run_1/gate_families.png
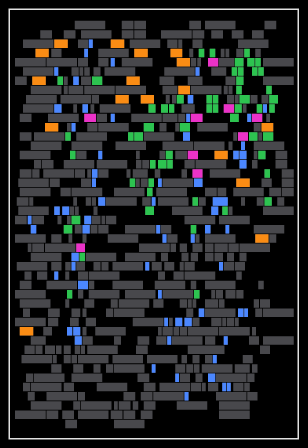
run_1/registers.png
Other sequential cells in the stronger grey, the rest of the logic in the fainter grey.
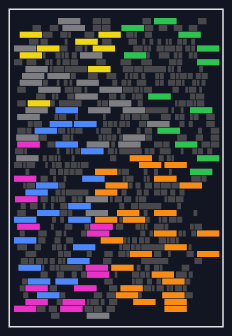
run_1/final_clocks.png
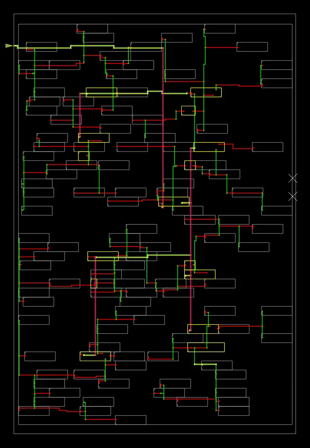
Design step_tracker, sky130hd; sources not shown.
==> Slide: Implementation Results, run 1 <==
Run Summary

STA
  • Sum Neg Setup Slack: 0 ns
  • Max Slew Vio Count: 18
  • Max Fclk: 236 MHz

Place
  • DP Wirelength: 7110 um

Drt
  • First-pass DRT Iterations: 7
  • Post-detailed-route DRC marker count: 2

Setup path
  • Arr. time, crit path: 4.37 ns
  • Worst reg2reg path depth: 6
  • Critical path type: register to register
  • Setup crit end kind: register

Clock tree
  • CTS root buf: clkbuf_16
  • CTS tree: built
  • H-tree depth: 3

Min path
  • HP Class: register to register

Die
  • I/O pins: 44

Yosys
  • Flops out of synthesis: 107
  • Area leader, netlist: dfrtp_1
  • Syn avg cell area: 10.5 um2
  • Async SR Flop Fraction: 100%
  • Post-Synthesis Cell Area: 5080 um2

Finish
  • Ant diodes: 0
  • Area growth syn-to-layout: 16.1%

GRT
  • Largest net degree at the start of global routing: 74
  • First-pass GRT wire length: 17700 um

Pwr
  • Logic pwr share: 11.5%
  • Pint: 0.991 mW
  • Switching power: 0.369 mW

Flow run
  • Max-cap violations: 2

Status
  • Status: finished with violations
  • Failing checks: design-rule violations, max-capacitance violations, max-slew violations
Back to the opening pictures, gate_families.png:
colour	family	cells	most used
green	inverting AOI/OAI gates	56	o21ai_0
orange	multiplexers	17	mux2_2
magenta	AND-OR and OR-AND gates	9	a22o_1
blue	NOR gates	64	nor2_1
Comb area share: 38.4%
Layout Cells excl Fill: 648

Back to the opening pictures, registers.png:
colour	signal	flops
magenta	`STEP_COUNT`	14
orange	`u_timer.r_cnt`	27
green	`HIGH_ACT_SEC`	12
yellow	`STEPS_PER_SEC`	8
blue	`r_total`	20
not coloured	26
sequential cell area share: 45.4%
Layout Utilization: 60.2%
Seq. pwr: 0.698 mW

Back to the opening pictures, final_clocks.png:
Clk power: 0.506 mW
TritonCTS Buffers: 9

run 1: metal layers:
metal	track usage, %	wire, um	vias up
li1	-	-	1819
met2	36.7	5320	69
met3	3.50	300	19
met4	9.03	213	0
met5	0	0	-
met1	25.8	4400	1847
run 1: layout make-up:
| class | instances | area [um2] | share of cell area (%) |
|---|---|---|---|
| Sequential cell | 107 | 2680 | 45.4 |
| Clock inverter | 6 | 72.6 | 1.23 |
| Inverter | 18 | 68.8 | 1.17 |
| Tap cell | 115 | 144 | 2.44 |
| Clock buffer | 9 | 225 | 3.82 |
| Timing Repair Buffer | 46 | 449 | 7.61 |
| Multi-Input combinational cell | 347 | 2260 | 38.4 |
run 1: critical path: stages, from the launching register on:
cell,delay [ns]
dfrtp_1,0.42
or3_1,0.39
or4_1,0.59
nor3_1,1.54
buf_4,0.48
and4_1,0.28
mux2_1,0.33
run 1: cell families (layout without fill, tap and decap cells):
group / count (synthesis) / in the layout / share of synthesized area, %
simple gates: 208 / 208 / 22.4
flops: 107 / 107 / 52.7
compound gates: 65 / 65 / 8.13
xor+xnor: 47 / 47 / 8.10
buf+inv: 31 / 79 / 2.54
mux: 17 / 17 / 3.69
fa+ha+maj: 10 / 10 / 2.46
run 1: power by group through the flow:
stage                     Combinational, mW  Clock (mW)  Sequential [mW]
final                                 0.156       0.506            0.698
after global routing                  0.172       0.539            0.706
after CTS                             0.165       0.521            0.699
after detailed placement              0.163           0            0.711
after global placement                0.162           0            0.710
after floorplan                      0.0636           0            0.756
run 1: per-stage QoR:
step | std cells | area, um2
2_1_floorplan | 472 | 5020
3_3_place_gp | 633 | 5620
3_5_place_dp | 633 | 5620
4_1_cts | 648 | 5920
5_1_grt | 648 | 5900
6_report | 648 | 5900
run 1: layout by cell type, fill, tap and decap left out, types with 3 or more instances in the layout:
cell,instances
a21oi_1,12
a22o_1,3
a31oi_1,8
and2_0,3
and2_1,6
and3_1,13
and4_1,7
clkbuf_16,9
clkdlybuf4s50_1,20
dfrtp_1,107
dlygate4sd3_1,23
ha_1,10
inv_1,17
mux2_2,12
mux2i_1,3
nand2_1,41
nand2b_1,15
nand3_1,25
nand4_1,15
nor2_1,35
nor2b_1,3
nor3_1,11
nor4_1,12
o21ai_0,18
o21ai_1,3
o31ai_1,5
or3_1,4
or4_1,7
xnor2_1,22
xor2_1,25
--- run 2 (diff from run 1) ---
==> constraint.sdc (replaced) <==
create_clock -name CLK -period 3.81 [get_ports CLK]
set_clock_uncertainty 0.1 [all_clocks]
set_input_delay 0.5715 -clock CLK [delete_from_list [all_inputs] [get_ports CLK]]
set_output_delay 0.5715 -clock CLK [all_outputs]
set_load 0.05 [all_outputs]
run_2/zoom.png
Window x 0 to 50, y 69 to 119 um. Cells in grey, sequential cells in the stronger grey; small squares are vias.
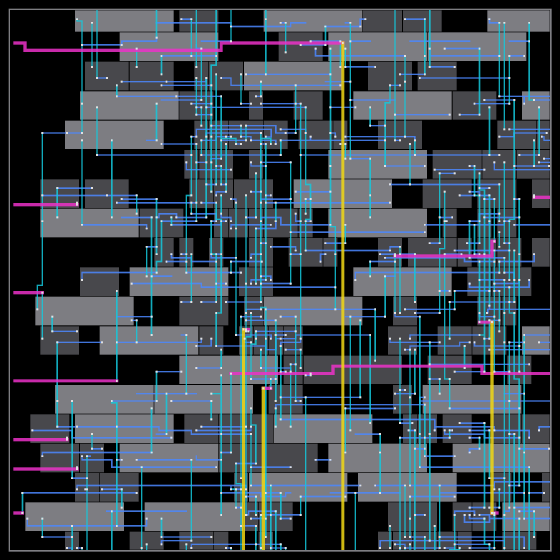
colour	layer
cyan	met2
magenta	met3
blue	met1
yellow	met4
cells with their middle in the window	143
sequential cells in the window	32
most frequent	dfrtp_1 (32), nand2_1 (11), nor2_1 (10)

==> Slide: Implementation Results, run 2 <==
Run Summary

Drt
  • Post-detailed-route DRC marker count: 2
  • First-pass DRT Iterations: 7

Yosys
  • Async SR Flop Fraction: 100%
  • Area leader, netlist: dfrtp_1
  • Syn avg cell area: 10.5 um2
  • Flops out of synthesis: 107

Finish
  • Area growth syn-to-layout: 16.9%
  • Final instance area: 5940 um2
  • Ant diodes: 0

Clock tree
  • CTS tree: built
  • TritonCTS Buffers: 9
  • CTS root buf: clkbuf_16
  • H-tree depth: 3

Setup path
  • Setup crit end kind: register
  • Critical path type: register to register
  • Worst reg2reg path depth: 5
  • Arr. time, crit path: 3.02 ns

Die
  • I/O pins: 44

Min path
  • HP Class: register to register

Status
  • Status: finished with violations
  • Failing checks: design-rule violations

Place
  • Cell area after placement: 5650 um2
  • DP Wirelength: 7060 um

STA
  • Max Slew Vio Count: 0
  • Sum Neg Setup Slack: 0 ns

Pwr
  • Max VDD drop: 0.339 mV
run_2/final_clocks.png
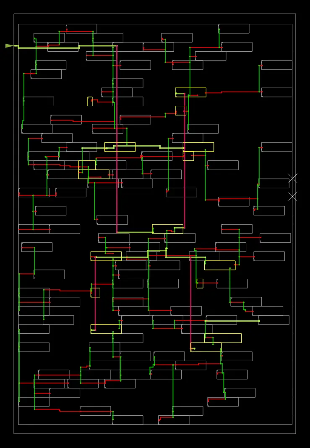
Clock Buffer Count: 11
Flops: 107

-- run 2: area by class of cell --
cell class / instances / area, um2
clock buffer: 11 / 243
clock inverter: 5 / 60.1
fill: 849 / 3860
inverter: 18 / 68.8
multi-input combinational: 347 / 2270
sequential: 107 / 2680
tap: 115 / 144
timing repair buffer: 48 / 473
-- run 2: per-layer routing --
metal / GRT usage, % / wire length, um / vias up
met5: 0 / 0 / -
met4: 11.5 / 391 / 0
met3: 3.63 / 250 / 24
met2: 35.1 / 5240 / 54
met1: 25.7 / 4360 / 1853
li1: - / - / 1819
-- run 2: report_power, final --
group / leakage (nW) / total, mW / switching, mW / internal (mW)
combinational: 1.11 / 0.299 / 0.183 / 0.115
sequential: 1.45 / 1.30 / 0.0803 / 1.22
clock: 0.147 / 0.945 / 0.413 / 0.532
-- run 2: critical path: stages, from the launching register on --
cell and delay, ns:
dfrtp_1 0.43, or3_1 0.39, or4_1 0.62, or4b_1 0.74, a21oi_2 0.17, mux2_1 0.32
-- run 2: cells by family after synthesis --
family	Yosys count	synth area share, %
simple gates	208	22.4
flops	107	52.7
compound gates	65	8.13
xor+xnor	47	8.10
buf+inv	31	2.54
mux	17	3.69
fa+ha+maj	10	2.46
-- run 2: metrics by stage --
step                utilization, %  instances  setup slack, ns
floorplan                        -        472            0.321
global route                  60.6        651            0.765
global placement              57.6        635            0.952
finish                        60.6        651            0.912
CTS                           60.7        651            0.910
detailed placement            57.6        635            0.934
Power is estimated from default activity; no workload was simulated.
